File: src/rtl/user_ctrl_pkg.sv
// rtl/user_ctrl_pkg.sv - shared states, default timing and clamp helper for user_ctrl
package user_ctrl_pkg;

  localparam logic [1:0] ST_IDLE = 2'd0;
  localparam logic [1:0] ST_REQ  = 2'd1;
  localparam logic [1:0] ST_DONE = 2'd2;

  typedef enum logic [1:0] {
    IDLE = ST_IDLE,
    REQ  = ST_REQ,
    DONE = ST_DONE
  } state_e;

  localparam int unsigned DEF_DEBOUNCE_CYCLES = 50000;
  localparam int unsigned DEF_REPEAT_DELAY    = 25000000;
  localparam int unsigned DEF_REPEAT_PERIOD   = 5000000;

  // Bound a one-step result; borrow marks a decrement that went below zero.
  function automatic int unsigned clamp_val(input logic borrow, input int unsigned res,
                                            input int unsigned lo, input int unsigned hi);
    if (borrow || (res < lo)) return lo;
    else if (res > hi) return hi;
    else return res;
  endfunction

endpackage

File: src/rtl/user_ctrl_btn_event.sv
// rtl/user_ctrl_btn_event.sv - button synchroniser, debouncer and press-event generator (auto-repeat under USER_CTRL_AUTOREPEAT_EN)
module btn_event
  import user_ctrl_pkg::*;
#(
`ifdef USER_CTRL_AUTOREPEAT_EN
  parameter bit          REPEAT          = 1'b0,
  parameter int unsigned REPEAT_DELAY    = DEF_REPEAT_DELAY,
  parameter int unsigned REPEAT_PERIOD   = DEF_REPEAT_PERIOD,
`endif
  parameter int unsigned DEBOUNCE_CYCLES = DEF_DEBOUNCE_CYCLES
) (
  input  logic clk,
  input  logic rst,
  input  logic btn_ni,
  output logic press_o
);

  localparam int CNT_W = (DEBOUNCE_CYCLES < 2) ? 1 : $clog2(DEBOUNCE_CYCLES);
  localparam logic [CNT_W-1:0] CNT_LAST = CNT_W'(DEBOUNCE_CYCLES - 1);

  logic             sync1_q, sync2_q;
  logic             level_q, level_prev_q;
  logic             armed_q, press_q;
  logic [CNT_W-1:0] cnt_q;
  logic             rpt_fire;

  // Synchroniser resets to "pressed" so a button held through reset never looks like a fresh release.
  always_ff @(posedge clk) begin
    if (rst) begin
      sync1_q <= 1'b0;
      sync2_q <= 1'b0;
    end else begin
      sync1_q <= btn_ni;
      sync2_q <= sync1_q;
    end
  end

  // Accept a new level only after it differs from the current one for DEBOUNCE_CYCLES straight cycles.
  always_ff @(posedge clk) begin
    if (rst) begin
      level_q <= 1'b1;
      cnt_q   <= '0;
    end else if (sync2_q == level_q) begin
      cnt_q <= '0;
    end else if (cnt_q == CNT_LAST) begin
      level_q <= sync2_q;
      cnt_q   <= '0;
    end else begin
      cnt_q <= cnt_q + 1'b1;
    end
  end

  // Events stay blocked after reset until the button has genuinely been seen released.
  always_ff @(posedge clk) begin
    if (rst) armed_q <= 1'b0;
    else if (sync2_q && level_q) armed_q <= 1'b1;
  end

`ifdef USER_CTRL_AUTOREPEAT_EN
  if (REPEAT) begin : g_rpt
    logic [31:0] rpt_cnt_q;
    logic        rpt_phase_q;

    // Count held cycles: first repeat after REPEAT_DELAY, then every REPEAT_PERIOD.
    always_ff @(posedge clk) begin
      if (rst || level_q) begin
        rpt_cnt_q   <= '0;
        rpt_phase_q <= 1'b0;
      end else if (rpt_fire) begin
        rpt_cnt_q   <= 32'd1;
        rpt_phase_q <= 1'b1;
      end else begin
        rpt_cnt_q <= rpt_cnt_q + 32'd1;
      end
    end

    assign rpt_fire = !level_q && (rpt_cnt_q == (rpt_phase_q ? REPEAT_PERIOD : REPEAT_DELAY));
  end else begin : g_no_rpt
    assign rpt_fire = 1'b0;
  end
`else
  assign rpt_fire = 1'b0;
`endif

  // Registered one-cycle pulse on a debounced 1->0 transition (or a repeat tick).
  always_ff @(posedge clk) begin
    if (rst) begin
      level_prev_q <= 1'b1;
      press_q      <= 1'b0;
    end else begin
      level_prev_q <= level_q;
      press_q      <= armed_q & ((level_prev_q & ~level_q) | rpt_fire);
    end
  end

  assign press_o = press_q;

endmodule

File: src/rtl/user_ctrl.sv
// rtl/user_ctrl.sv - front-panel operand controller with checker handshake; USER_CTRL_AUTOREPEAT_EN enables inc/dec auto-repeat
module user_ctrl
  import user_ctrl_pkg::*;
#(
  parameter int unsigned WIDTH           = 8,
  parameter int unsigned MIN_VAL         = 0,
  parameter int unsigned MAX_VAL         = (1 << WIDTH) - 1,
  parameter int unsigned DEBOUNCE_CYCLES = DEF_DEBOUNCE_CYCLES,
  parameter int unsigned REPEAT_DELAY    = DEF_REPEAT_DELAY,
  parameter int unsigned REPEAT_PERIOD   = DEF_REPEAT_PERIOD
) (
  input  logic             clk,
  input  logic             rst,
  input  logic             inc_ni,
  input  logic             dec_ni,
  input  logic             start_ni,
  output logic [WIDTH-1:0] value_o,
  output logic             en_o,
  output logic [WIDTH-1:0] data_o,
  input  logic             valid_i,
  output logic             done_o,
  output logic             abort_o
);

  logic inc_ev, dec_ev, start_ev;

  btn_event #(
`ifdef USER_CTRL_AUTOREPEAT_EN
    .REPEAT(1'b1), .REPEAT_DELAY(REPEAT_DELAY), .REPEAT_PERIOD(REPEAT_PERIOD),
`endif
    .DEBOUNCE_CYCLES(DEBOUNCE_CYCLES)
  ) u_inc (.clk(clk), .rst(rst), .btn_ni(inc_ni), .press_o(inc_ev));

  btn_event #(
`ifdef USER_CTRL_AUTOREPEAT_EN
    .REPEAT(1'b1), .REPEAT_DELAY(REPEAT_DELAY), .REPEAT_PERIOD(REPEAT_PERIOD),
`endif
    .DEBOUNCE_CYCLES(DEBOUNCE_CYCLES)
  ) u_dec (.clk(clk), .rst(rst), .btn_ni(dec_ni), .press_o(dec_ev));

  btn_event #(
`ifdef USER_CTRL_AUTOREPEAT_EN
    .REPEAT(1'b0), .REPEAT_DELAY(REPEAT_DELAY), .REPEAT_PERIOD(REPEAT_PERIOD),
`endif
    .DEBOUNCE_CYCLES(DEBOUNCE_CYCLES)
  ) u_start (.clk(clk), .rst(rst), .btn_ni(start_ni), .press_o(start_ev));

  state_e           state_q, state_d;
  logic [WIDTH-1:0] value_q, value_d, data_q, data_d;
  logic             en_q, en_d, done_q, done_d, abort_q, abort_d;
  logic [WIDTH:0]   inc_sum, dec_sum;

  // One extra bit keeps the step from wrapping before it is clamped.
  assign inc_sum = {1'b0, value_q} + (WIDTH+1)'(1);
  assign dec_sum = {1'b0, value_q} - (WIDTH+1)'(1);

  // Next-state logic: operand stepping in IDLE, handshake in REQ, single done cycle.
  always_comb begin
    state_d = state_q;
    value_d = value_q;
    data_d  = data_q;
    en_d    = 1'b0;
    done_d  = 1'b0;
    abort_d = 1'b0;
    case (state_q)
      IDLE: begin
        if (start_ev) begin
          data_d  = value_q;
          en_d    = 1'b1;
          state_d = REQ;
        end else if (inc_ev && !dec_ev) begin
          value_d = WIDTH'(clamp_val(1'b0, 32'(inc_sum), MIN_VAL, MAX_VAL));
        end else if (dec_ev && !inc_ev) begin
          value_d = WIDTH'(clamp_val(dec_sum[WIDTH], 32'(dec_sum), MIN_VAL, MAX_VAL));
        end
      end
      REQ: begin
        if (valid_i) begin
          done_d  = 1'b1;
          state_d = DONE;
        end else if (start_ev) begin
          abort_d = 1'b1;
          state_d = IDLE;
        end else begin
          en_d = 1'b1;
        end
      end
      DONE:    state_d = IDLE;
      default: state_d = IDLE;
    endcase
  end

  // State and output registers.
  always_ff @(posedge clk) begin
    if (rst) begin
      state_q <= IDLE;
      value_q <= WIDTH'(MIN_VAL);
      data_q  <= '0;
      en_q    <= 1'b0;
      done_q  <= 1'b0;
      abort_q <= 1'b0;
    end else begin
      state_q <= state_d;
      value_q <= value_d;
      data_q  <= data_d;
      en_q    <= en_d;
      done_q  <= done_d;
      abort_q <= abort_d;
    end
  end

  assign value_o = value_q;
  assign data_o  = data_q;
  assign en_o    = en_q;
  assign done_o  = done_q;
  assign abort_o = abort_q;

endmodule

File: config.mk
export PLATFORM = sky130hd
export DESIGN_NAME = user_ctrl
export DESIGN_NICKNAME = d
export VERILOG_FILES = /design/src/rtl/user_ctrl_pkg.sv /design/src/rtl/user_ctrl_btn_event.sv /design/src/rtl/user_ctrl.sv
export SDC_FILE = /design/constraint.sdc
export NUM_CORES = 1
export LEC_CHECK = 0
export CAP_MARGIN = 30
export CORE_MARGIN = 1
export CORE_UTILIZATION = 40
export DETAILED_ROUTE_END_ITERATION = 8
export SYNTH_ARGS = -nofsm -noshare
export SYNTH_HDL_FRONTEND = slang
export SYNTH_SLANG_ARGS = --single-unit
File: constraint.sdc
create_clock -name clk -period 2.3 [get_ports clk]
set_clock_uncertainty 0.05 [all_clocks]
set_input_delay 0.46 -clock clk [delete_from_list [all_inputs] [get_ports clk]]
set_output_delay 0.46 -clock clk [all_outputs]
set_load 0.02 [all_outputs]
==> impl_metrics.ini, run 1 <==
; implementation run metrics
[detailed_routing]
top_layer = met4
route.layer.met1.wl_um = 3470
wire_length_on_met3_um = 256

[yosys]
synthAoiAreaFrac = 0.0632
ys_sh_xor = 0.106
yosys.stat.chipArea_sq_mm = 0.00388
yosysWarnings = 0
numSynthFlops = 87
synthDominantAreaCellType = sky130_fd_sc_hd__dfxtp_1
postSynth.asyncResetShare = 0
synth.cell_area_sq_mm = 0.00388
syn-mean-instance-area_sq_um = 8.90
synth-cells-yosys = 436
fa_ha_area_frac = 0.0323
fp_nets = 452

[final_layout]
seq_cell_count = 87
largest_registers = u_dec.cnt_q x16, u_inc.cnt_q x16, u_start.cnt_q x16
non_clock_buffer_area_share = 0.0723
nFillCells = 930
seqAreaFraction = 0.390
nNonClkInverters = 14
finalCoreUtilization = 0.479
comb_area_sq_mm = 0.00199
buffers_non_clock = 35
clockBufferCount = 9
n_antenna_cell = 0
finalNetCount = 481
multi_input_gate_share_of_total_cell_area = 0.446
mostFrequentLayoutCell = sky130_fd_sc_hd__dfxtp_1
clock_cell_share_of_area = 0.0440

[power]
pwr-share-comb = 0.030
power_leader = sequential cells
p_clk_mw = 1.05
static_leak_nw = 1.58
switching_share = 0.229
intPower_mw = 2.06
clkPwrFrac = 0.394

[die]
io_pins = 25
die_area_sq_mm = 0.0101
initial_core_util = 0.416
floorplan.tapcells = 129

[worst_setup_path]
most_prevalent_standard_cell_on_the_critical_path = sky130_fd_sc_hd__inv_1
cp_class = register to register
crit_chain = inv_1 -> ha_1 -> inv_1 -> nor4_2 -> a21oi_2 -> o41a_1 -> a221oi_2
crit_arrival_ns = 2.37
critical_path_cell_count = 7
cp_slowest_stage_delay_ns = 0.52
regToRegSetupSlack_ns = 0.15
worstPathRequired_ns = 2.51
rr_startpoint = value_o[0]$_SDFFE_PP0P_

[cts]
path_clk_slew_ns = 0.08
cts_setup_buffers = 0
clkLatencyLatePin_ns = 0.35
htree_levels = 3
clock-sinks = 87

[worst_hold_path]
worstHoldPathCells = 2
startpoint_of_the_worst_hold_path = u_inc.level_prev_q$_SDFF_PP1_

[timing]
fin_crit_ns = 2.15
finalHoldViolations = 0
setup_violations = 0
unrepaired_setup_endpoints_after_global_routing = false
worstMarginPinSlew_ns = 0.551

[placed_design]
dp_hpwl_um = 4930
numPortBuffers = 24

[global_route]
groute.layer.met1.usage = 0.190
global_route.peak_usage_layer = met2

[status]
status = finished, final reports clean
==> run 1: per-stage QoR <==
stage	hold slack (ns)	area (sq um)	power, mW	setup WS, ns	cells
after floorplan	0.352	3880	1.63	0.0263	436
after global placement	0.359	4270	1.65	0.215	583
after detailed placement	0.364	4270	1.66	0.167	583
after CTS	0.377	4470	2.73	0.151	599
after global routing	0.382	4470	2.80	0.0115	599
final	0.371	4470	2.67	0.146	599
==> run 1: worst paths after layout <==
path | endpoint
setup / recovery | value_o[2]$_SDFFE_PP0P_
hold / removal | u_inc.press_o$_SDFF_PP0_
setup reg to reg | value_o[2]$_SDFFE_PP0P_
hold reg to reg | u_inc.press_o$_SDFF_PP0_
Fig. 1: run 1, power grid
Bar = 20 um. Pins as bars on the die edge.
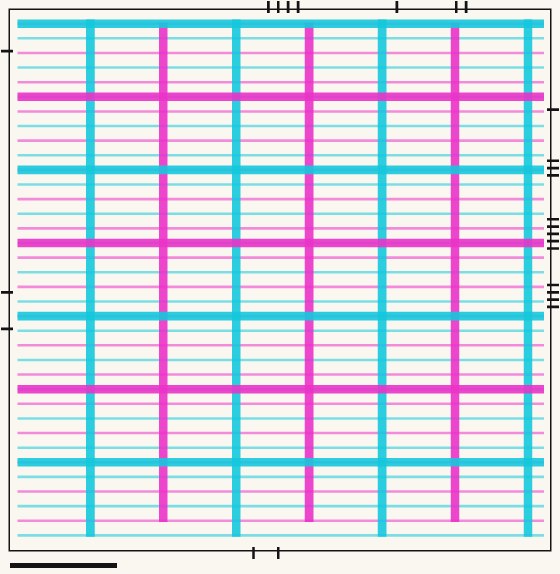
colour	net
cyan	VSS
magenta	VDD
met4 straps	7
signal pins	25
met1 rails	36
met5 straps	7
Die Wd: 100 um
core outline area: 0.00933 sq mm
die y size: 100 um
largest voltage drop on the vdd net: 0.000302 V

Fig. 2: run 1, signal wires on met3
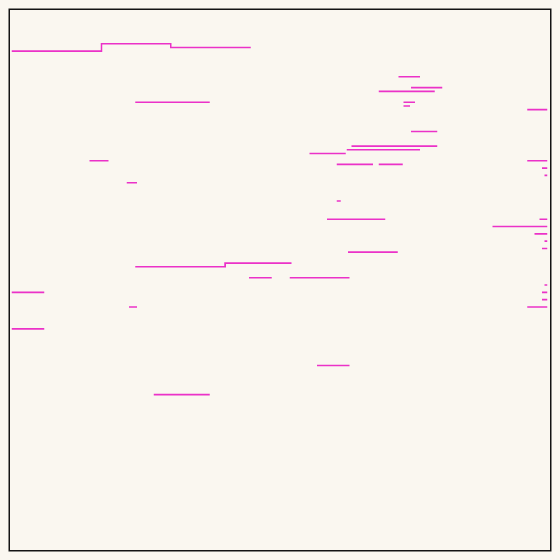
nets with wire on the layer	30
share of all routed wire	3.6%
longest straight run	16.6 um
wire length on this layer	257 um
main direction	horizontal
count of vias placed by the detailed router: 2979
Routed WL: 7090 um
global routing met3 resource utilization: 0.0395

Fig. 3: run 1, routed metal, one colour a layer
Bar = 20 um. Two of the layers only.
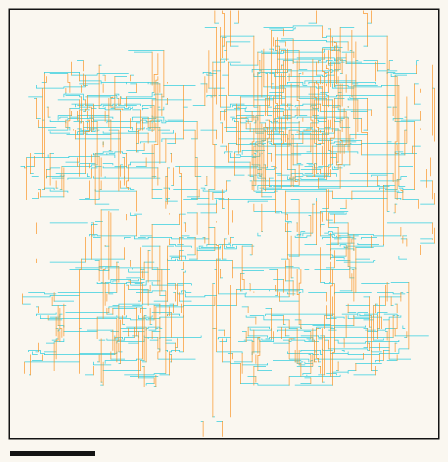
colour	layer	wire length
orange	M2	3250 um
cyan	M1	3470 um
Tot GR Track Use: 0.153
final routed wire length divided by cell count: 11.8 um

Fig. 4: run 1, metal 2
Bar = 20 um.
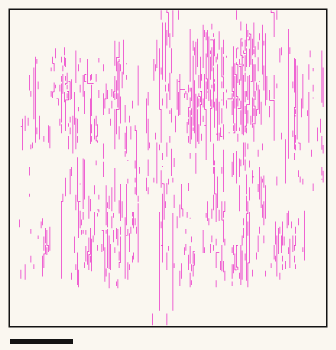
longest straight run	41.1 um
main direction	vertical
share of all routed wire	46%
nets with wire on the layer	383
met2 layer usage reported by global route: 0.253

==> run 2, diff against run 1 <==
- CTS_CLUSTER_SIZE: default -> 30
Fig. 5: run 2, metal 2
Bar = 20 um.
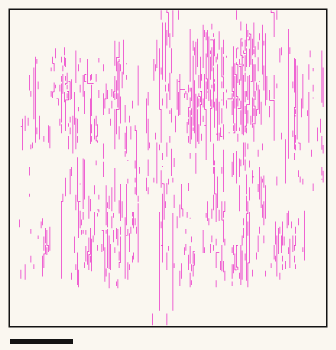
share of all routed wire	46%
wire length on this layer	3250 um

==> run 2 against run 1 <==
Power did not move. Fmax did not move. Non-clock buffer count unchanged. Utilization stayed put. Sequential power about the same. Sequential share of layout area unchanged. Global-route usage did not move. Register-to-register slack hardly changed. Clock power about the same. Critical path depth did not move. Synthesized area unchanged. Worst setup slack unchanged. Largest power group unchanged.
==> impl_metrics.ini, run 2 <==
; implementation run metrics
[status]
status = finished, final reports clean

[power]
max-vdd-ir-drop_v = 0.000302
power_leader = sequential cells
power_mw = 2.67
pwr-share-comb = 0.030
static_leak_nw = 1.58
switching_share = 0.229
p_clk_mw = 1.05

[final_layout]
non_clock_buffer_area_share = 0.0723
multi_input_gate_share_of_total_cell_area = 0.446
comb_area_sq_mm = 0.00199
nNonClkInverters = 14
clock_cell_share_of_area = 0.0440
layout.cells.non_filler = 599
clockBufferCount = 9
largest_registers = u_dec.cnt_q x16, u_inc.cnt_q x16, u_start.cnt_q x16
buffers_non_clock = 35
n_antenna_cell = 0
seqAreaFraction = 0.390
mostFrequentLayoutCell = sky130_fd_sc_hd__dfxtp_1
seq_cell_count = 87
finalCoreUtilization = 0.479

[timing]
hold-worst-slack_ns = 0.371
worstMarginPinSlew_ns = 0.551
fin_crit_ns = 2.15
finalHoldViolations = 0
post-route-worst-setup-slack_ns = 0.146
setup_violations = 0
unrepaired_setup_endpoints_after_global_routing = false

[yosys]
fp_nets = 452
yosysWarnings = 0
synth.cell_area_sq_mm = 0.00388
numSynthFlops = 87
postSynth.asyncResetShare = 0
synthDominantAreaCellType = sky130_fd_sc_hd__dfxtp_1
yosys.stat.chipArea_sq_mm = 0.00388
synth-cells-yosys = 436
syn-mean-instance-area_sq_um = 8.90

[detailed_routing]
routed-via-count = 2979
postRouteWirelength_um = 7090
route.layer.met1.wl_um = 3470
top_layer = met4
wire_length_on_met3_um = 256

[placed_design]
detailed_place.area_sq_mm = 0.00427
preCtsSetupSlack_ns = 0.167
numPortBuffers = 24
dp_hpwl_um = 4930

[die]
die_area_sq_mm = 0.0101
floorplan.tapcells = 129
io_pins = 25
die_width_um = 100
core_outline_area_sq_mm = 0.00933
dieHeight_um = 100

[cts]
clkLatencyLatePin_ns = 0.35
path_clk_slew_ns = 0.08
clock-sinks = 87
cts_setup_buffers = 0
htree_levels = 3

[worst_setup_path]
regToRegSetupSlack_ns = 0.15
crit_chain = inv_1 -> ha_1 -> inv_1 -> nor4_2 -> a21oi_2 -> o41a_1 -> a221oi_2
rr_startpoint = value_o[0]$_SDFFE_PP0P_
crit_arrival_ns = 2.37
cp_class = register to register
most_prevalent_standard_cell_on_the_critical_path = sky130_fd_sc_hd__inv_1
cp_slowest_stage_delay_ns = 0.52

[worst_hold_path]
startpoint_of_the_worst_hold_path = u_inc.level_prev_q$_SDFF_PP1_

[global_route]
global_route.peak_usage_layer = met2
grt.total_usage = 0.153
met2_usage = 0.253
global_route.usage.met3 = 0.0395
groute.layer.met1.usage = 0.190
run 2: worst paths after layout:
check,end,cells after the start
worst max-delay path,value_o[2]$_SDFFE_PP0P_,7
worst min-delay path,u_inc.press_o$_SDFF_PP0_,2
worst max register to register,value_o[2]$_SDFFE_PP0P_,7
worst min register to register,u_inc.press_o$_SDFF_PP0_,2
run 2: cells by family after synthesis:
group	count (synthesis)	share of synthesized area
xor+xnor	47	0.106
simple gates	216	0.288
buf+inv	31	0.0377
mux	9	0.0235
fa+ha+maj	10	0.0323
flops	87	0.449
compound gates	36	0.0632
run 2: worst max-delay path, delay by kind of cell (launching register included):
kind            cells  cell delay, ns
buf+inv             2            0.16
flops               1            0.40
simple gates        1            0.28
fa+ha+maj           1            0.31
compound gates      3            0.87
Power figures rest on the tool's default switching activity, not on a simulated workload.
